`config.mk`:
```
export PLATFORM = sky130hd
export DESIGN_NAME = neuron_accumulator
export DESIGN_NICKNAME = d
export VERILOG_FILES = /design/src/rtl/neuron_accumulator_pkg.sv /design/src/rtl/neuron_accumulator_saturate.sv /design/src/rtl/neuron_accumulator.sv
export SDC_FILE = /design/constraint.sdc
export NUM_CORES = 1
export LEC_CHECK = 0
export CAP_MARGIN = 20
export CELL_PAD_IN_SITES_DETAIL_PLACEMENT = 1
export CELL_PAD_IN_SITES_GLOBAL_PLACEMENT = 1
export CORE_MARGIN = 3
export CORE_UTILIZATION = 44
export DETAILED_ROUTE_END_ITERATION = 7
export PLACE_DENSITY = 0.88
export SLEW_MARGIN = 20
export SYNTH_ARGS = -nofsm -noshare
export SYNTH_HDL_FRONTEND = slang
export SYNTH_SLANG_ARGS = --single-unit
export TNS_END_PERCENT = 5
```
`constraint.sdc`:
```
create_clock -name clk -period 3.9 [get_ports clk]
set_clock_uncertainty 0.2 [all_clocks]
set_input_delay 0.39 -clock clk [delete_from_list [all_inputs] [get_ports clk]]
set_output_delay 0.39 -clock clk [all_outputs]
set_load 0.05 [all_outputs]
```
`src/rtl/neuron_accumulator_pkg.sv`:
```
// Shared helpers for the neuron accumulator slice: accumulator sizing,
// Q-format range limits and the default fractional width.
package neuron_accumulator_pkg;

  localparam int FRAC_BITS_DEFAULT = 8;

  function automatic int acc_width(input int data_bits, input int num_weights);
    return 2 * data_bits + $clog2(num_weights) + 1;
  endfunction

  function automatic longint q_max(input int w);
    return (longint'(1) <<< (w - 1)) - 1;
  endfunction

  function automatic longint q_min(input int w);
    return -(longint'(1) <<< (w - 1));
  endfunction

endpackage

```
`src/rtl/neuron_accumulator_saturate.sv`:
```
// Combinational rescale-and-clip: drops frac_bits fractional bits (toward
// minus infinity) and saturates to a signed out_w result.
module fixed_point_saturate
  import neuron_accumulator_pkg::*;
#(
  parameter int in_w      = 43,
  parameter int out_w     = 16,
  parameter int frac_bits = FRAC_BITS_DEFAULT
) (
  input  logic [in_w-1:0]  din,
  output logic [out_w-1:0] dout,
  output logic             clipped
);

  localparam logic signed [in_w-1:0] MAX_V = in_w'(q_max(out_w));
  localparam logic signed [in_w-1:0] MIN_V = in_w'(q_min(out_w));

  // Returns {clipped, value}.
  function automatic logic [out_w:0] sat_fn(input logic signed [in_w-1:0] v);
    logic signed [in_w-1:0] s;
    s = v >>> frac_bits;
    if (s > MAX_V)      return {1'b1, MAX_V[out_w-1:0]};
    else if (s < MIN_V) return {1'b1, MIN_V[out_w-1:0]};
    else                return {1'b0, s[out_w-1:0]};
  endfunction

  assign {clipped, dout} = sat_fn($signed(din));

endmodule

```
`src/rtl/neuron_accumulator.sv`:
```
// Sums num_weights signed products, adds the bias, rescales and saturates,
// emitting one neuron pre-activation per vector with a one-cycle valid.
module neuron_accumulator
  import neuron_accumulator_pkg::*;
#(
  parameter int                            data_bits   = 16,
  parameter int                            frac_bits   = FRAC_BITS_DEFAULT,
  parameter int                            num_weights = 784,
  parameter logic signed [data_bits-1:0]   bias_value  = '0
) (
  input  logic                   clk,
  input  logic                   reset,
  input  logic [2*data_bits-1:0] mul_in,
  input  logic                   mul_valid,
  input  logic                   clear,
  output logic [data_bits-1:0]   neuron_out,
  output logic                   out_valid,
  output logic                   sat_flag
);

  localparam int acc_bits = acc_width(data_bits, num_weights);
  localparam int cnt_w    = (num_weights > 1) ? $clog2(num_weights) : 1;
  localparam logic signed [acc_bits-1:0] BIAS_SH = acc_bits'(bias_value) <<< frac_bits;
  localparam logic [cnt_w-1:0] LAST_CNT = cnt_w'(num_weights - 1);

  logic signed [acc_bits-1:0] mul_ext;
  logic signed [acc_bits-1:0] acc_p0;
  logic [cnt_w-1:0]           cnt_p0;
  logic signed [acc_bits-1:0] sum_p1;
  logic                       vld_p1;
  logic [data_bits-1:0]       sat_val;
  logic                       sat_clip;

  assign mul_ext = acc_bits'($signed(mul_in));

  // Stage p0 -> p1: accumulate; the last product closes the vector into sum_p1
  // and restarts the accumulator so the next vector can begin immediately.
  always_ff @(posedge clk) begin
    if (reset) begin
      acc_p0 <= '0;
      cnt_p0 <= '0;
      sum_p1 <= '0;
      vld_p1 <= 1'b0;
    end else begin
      vld_p1 <= 1'b0;
      if (clear) begin
        acc_p0 <= '0;
        cnt_p0 <= '0;
      end else if (mul_valid) begin
        if (cnt_p0 == LAST_CNT) begin
          sum_p1 <= acc_p0 + mul_ext + BIAS_SH;
          vld_p1 <= 1'b1;
          acc_p0 <= '0;
          cnt_p0 <= '0;
        end else begin
          acc_p0 <= acc_p0 + mul_ext;
          cnt_p0 <= cnt_p0 + cnt_w'(1);
        end
      end
    end
  end

  fixed_point_saturate #(
    .in_w      (acc_bits),
    .out_w     (data_bits),
    .frac_bits (frac_bits)
  ) u_sat (
    .din     (sum_p1),
    .dout    (sat_val),
    .clipped (sat_clip)
  );

  // Stage p1 -> p2: register the saturated result; neuron_out holds between pulses.
  always_ff @(posedge clk) begin
    if (reset) begin
      neuron_out <= '0;
      out_valid  <= 1'b0;
      sat_flag   <= 1'b0;
    end else begin
      out_valid <= vld_p1;
      if (vld_p1) begin
        neuron_out <= sat_val;
        sat_flag   <= sat_clip;
      end
    end
  end

endmodule

```
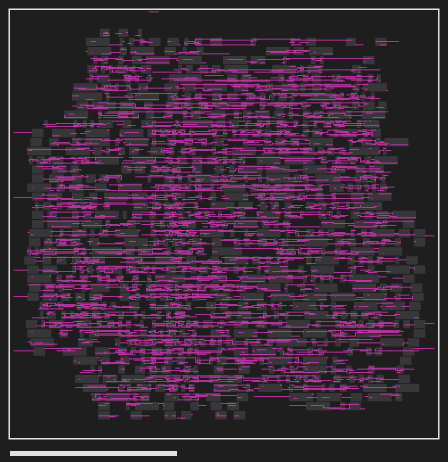
*Metal 1, run 1*
The bar under the picture is 50 µm long.
- nets with wire on the layer: 852
- longest straight run: 48.8 µm
- main direction: horizontal
- wire length on this layer: 8,370 µm
- share of all routed wire: 44%

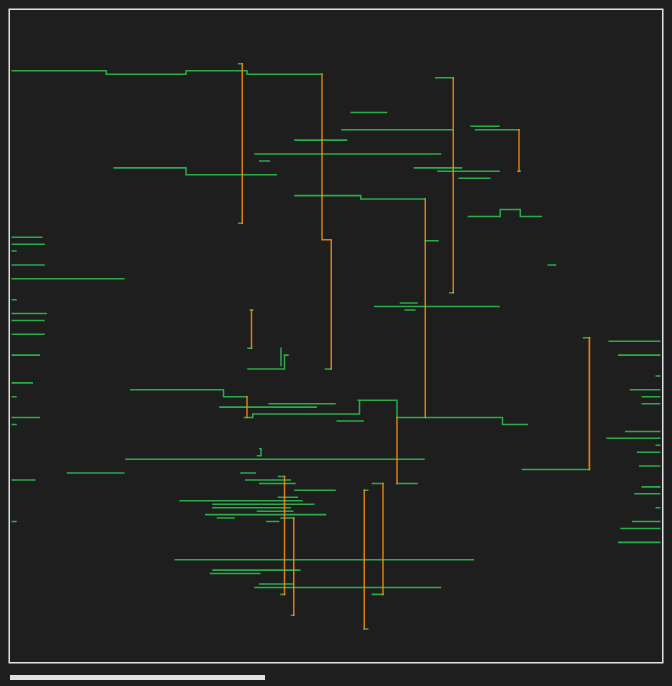
*Metal layers overlaid, run 1*
The bar under the picture is 50 µm long. Only two layers are drawn.
- met3: green (wire length 958 µm)
- met4: orange (wire length 326 µm)

==> ci_impl_report.md, run 1 <==
## Implementation flow summary

| Metric | Value |
|---|---|
| Clk. pwr | `954 µW` |
| Iteration-0 DRC Markers | `469` |
| Non-Filler Cell Area, Final | `7400 µm²` |
| Routed metal-1 wirelength | `8370 µm` |
| Launch point of the worst path | `mul_in[0]` |
| Reg with most FFs | `acc_p0` |
| Async set-reset flop share out of synthesis | `0%` |
| Clock transition at the registers of the reported paths | `0.08 ns` |
| Antenna diode count | `0` |
| Post-DR vias/cell | `6.03` |
| Area occupied by multi-input gates | `4050 µm²` |
| Standby leakage power | `0.00294 µW` |
| Number of remaining DRC errors | `0` |
| Total via count in the routed design | `6,062` |
| Synthesized netlist net count | `865` |
| Fraction of layout instances using a drive strength above 1 | `6.54%` |
| Area leader, netlist | `dfxtp_1` |
| Area share of the largest cell type after synthesis | `32.8%` |
| Cell internal pwr | `1760 µW` |
| Die y size | `128 µm` |
| Synth top cells by count | `dfxtp_1, nand2_1, a21oi_1, nor2_1, ha_1` |
| Transition at the pin with the smallest max-transition slack | `1.07 ns` |
| Total Power Consumption | `2560 µW` |
| R2r worst-path depth | `11` |
| Largest register FFs | `43` |
| Logic depth of the worst path, buffers included | `12` |
| Dominant Register Cell | `dfxtp_1` |
| Setup TNS Final | `0 ns` |
| Result of the run | `finished, final reports clean` |
| Worst setup slack before clock tree synthesis | `0.104 ns` |
| Total setup violations reported at the end of the flow | `0` |
| Number of nets at the end of the flow | `901` |
| Overall track demand over capacity in global routing | `23.6%` |
| Unique cell types | `76` |
| Max_cap viols | `0` |
| Number of buffers inserted to repair setup after CTS | `0` |
| Largest stage delay, worst path | `0.45 ns` |
| Clock latency on the worst-skew pair | `0.37 ns` |
| Largest net degree at the start of global routing | `55` |
| Hold-fix buffers at CTS | `0` |
| Maximum level of the CTS H-tree | `3` |
| Placed inst area | `7090 µm²` |
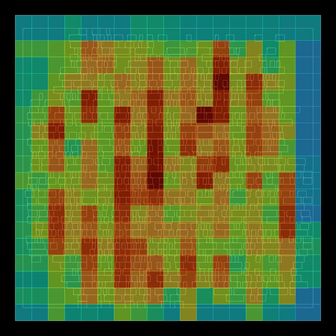
*Routing congestion, run 1*
global routing's busiest layer: met2
met3 track demand over resource in global routing: 4.58%
post-DR wirelength/cell: 19.0 µm
met2 global-route usage: 41.6%

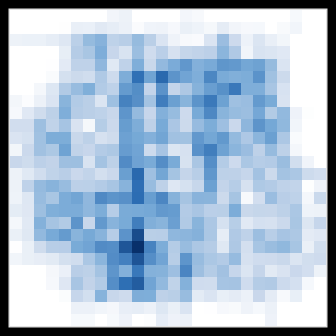
*Routed metal per tile, run 1*
26 x 26 tiles, from white (low) to dark blue (high), scaled to the fullest tile. Values are wire area over tile area, all layers added.
- mean over tiles: 0.18
- tiles over half the peak: 14%
- densest ninth of the die: middle

--- run 2 (diff from run 1) ---
--- a/config.mk
+++ b/config.mk
@@ -8,7 +8,7 @@
 export CAP_MARGIN = 20
 export CELL_PAD_IN_SITES_DETAIL_PLACEMENT = 1
 export CELL_PAD_IN_SITES_GLOBAL_PLACEMENT = 1
-export CORE_MARGIN = 3
+export CORE_MARGIN = 5
 export CORE_UTILIZATION = 44
 export DETAILED_ROUTE_END_ITERATION = 7
 export PLACE_DENSITY = 0.88
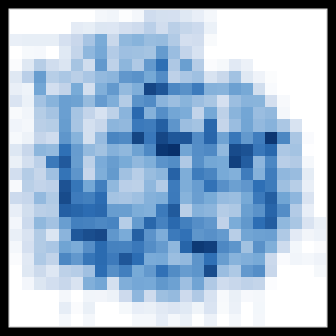
*Routed metal per tile, run 2*
26 x 26 tiles, from white (low) to dark blue (high), scaled to the fullest tile. Values are wire area over tile area, all layers added.
- densest ninth of the die: middle
- fullest tile: 0.55
- nearly empty tiles: 20%
- mean over tiles: 0.18
- emptiest ninth of the die: top right

==> run 2 against run 1 <==
Compared with the run above:
- hold slack got worse by 0.0049 ns
- routed wire length increased by 4.2%
- largest power group unchanged
- highest routed layer unchanged
- critical path depth decreased by 1
- power decreased by 0.41%
- critical endpoint is now acc_p0[34]$_SDFFE_PP0P_
==> ci_impl_report.md, run 2 <==
## Implementation flow summary

| Metric | Value |
|---|---|
| R2r worst-path depth | `10 (was 11)` |
| Bufs and invs on worst path | `1 (unchanged)` |
| Synthesized netlist net count | `865 (unchanged)` |
| Area occupied by multi-input gates | `4050 µm² (unchanged)` |
| Largest stage delay, worst path | `0.42 ns (was 0.45 ns)` |
| Launch point of the worst path | `mul_in[0] (unchanged)` |
| Iteration-0 DRC Markers | `430 (was 469)` |
| Maximum level of the CTS H-tree | `3 (unchanged)` |
| Die y size | `132 µm (was 128 µm)` |
| Logic depth of the worst path, buffers included | `11 (was 12)` |
| Post-DR vias/cell | `6.01 (was 6.03)` |
| Area leader, netlist | `dfxtp_1 (unchanged)` |
| Number of nets at the end of the flow | `903 (was 901)` |
| Share of power burned in registers | `44.1% (was 43.9%)` |
| Placer Congestion | `0.888 (was 0.899)` |
| Async set-reset flop share out of synthesis | `0% (unchanged)` |
| Number of remaining DRC errors | `0 (unchanged)` |
| RSZ-0062 raised after global routing | `false (unchanged)` |
| Clock latency on the worst-skew pair | `0.37 ns (about the same)` |
| Synth top cells by count | `dfxtp_1, nand2_1, a21oi_1, nor2_1, ha_1 (unchanged)` |
| Global routing's busiest layer | `met2 (unchanged)` |
| Number of buffers inserted to repair setup after CTS | `0 (unchanged)` |
| Largest register FFs | `43 (unchanged)` |
| Area share of the largest cell type after synthesis | `32.8% (unchanged)` |
| Reg with most FFs | `acc_p0 (unchanged)` |
| Antenna diode count | `0 (unchanged)` |
| Total via count in the routed design | `6,080 (was 6,062)` |
| Total Power Consumption | `2550 µW (was 2560 µW)` |
| Dominant Register Cell | `dfxtp_1 (unchanged)` |
| Transition at the pin with the smallest max-transition slack | `1.03 ns (was 1.07 ns)` |
| Clock transition at the registers of the reported paths | `0.08 ns (about the same)` |
| Worst setup slack before clock tree synthesis | `0.0802 ns (was 0.104 ns)` |
| Clock share of power | `36.8% (was 37.3%)` |
| Total setup violations reported at the end of the flow | `0 (unchanged)` |
| Cell internal pwr | `1760 µW (about the same)` |
| Overall track demand over capacity in global routing | `22.5% (was 23.6%)` |
| Max_cap viols | `0 (unchanged)` |
| Met3 track demand over resource in global routing | `3.97% (was 4.58%)` |
| Non-Filler Cell Area, Final | `7420 µm² (was 7400 µm²)` |
| Routed metal-1 wirelength | `8570 µm (was 8370 µm)` |
| Result of the run | `finished, final reports clean (unchanged)` |
| Fraction of layout instances using a drive strength above 1 | `6.76% (was 6.54%)` |
| Met2 global-route usage | `39.8% (was 41.6%)` |
| Placed inst area | `7110 µm² (was 7090 µm²)` |
| Post-DR wirelength/cell | `19.7 µm (was 19.0 µm)` |
| Largest net degree at the start of global routing | `55 (unchanged)` |
| Routed met3 length | `648 µm (was 957 µm)` |
| Hold-fix buffers at CTS | `0 (unchanged)` |
| Unique cell types | `76 (unchanged)` |
| Post-synthesis share of cell area spent on and-or and or-and gates | `26.8% (unchanged)` |
Power and IR drop assume default switching activity.
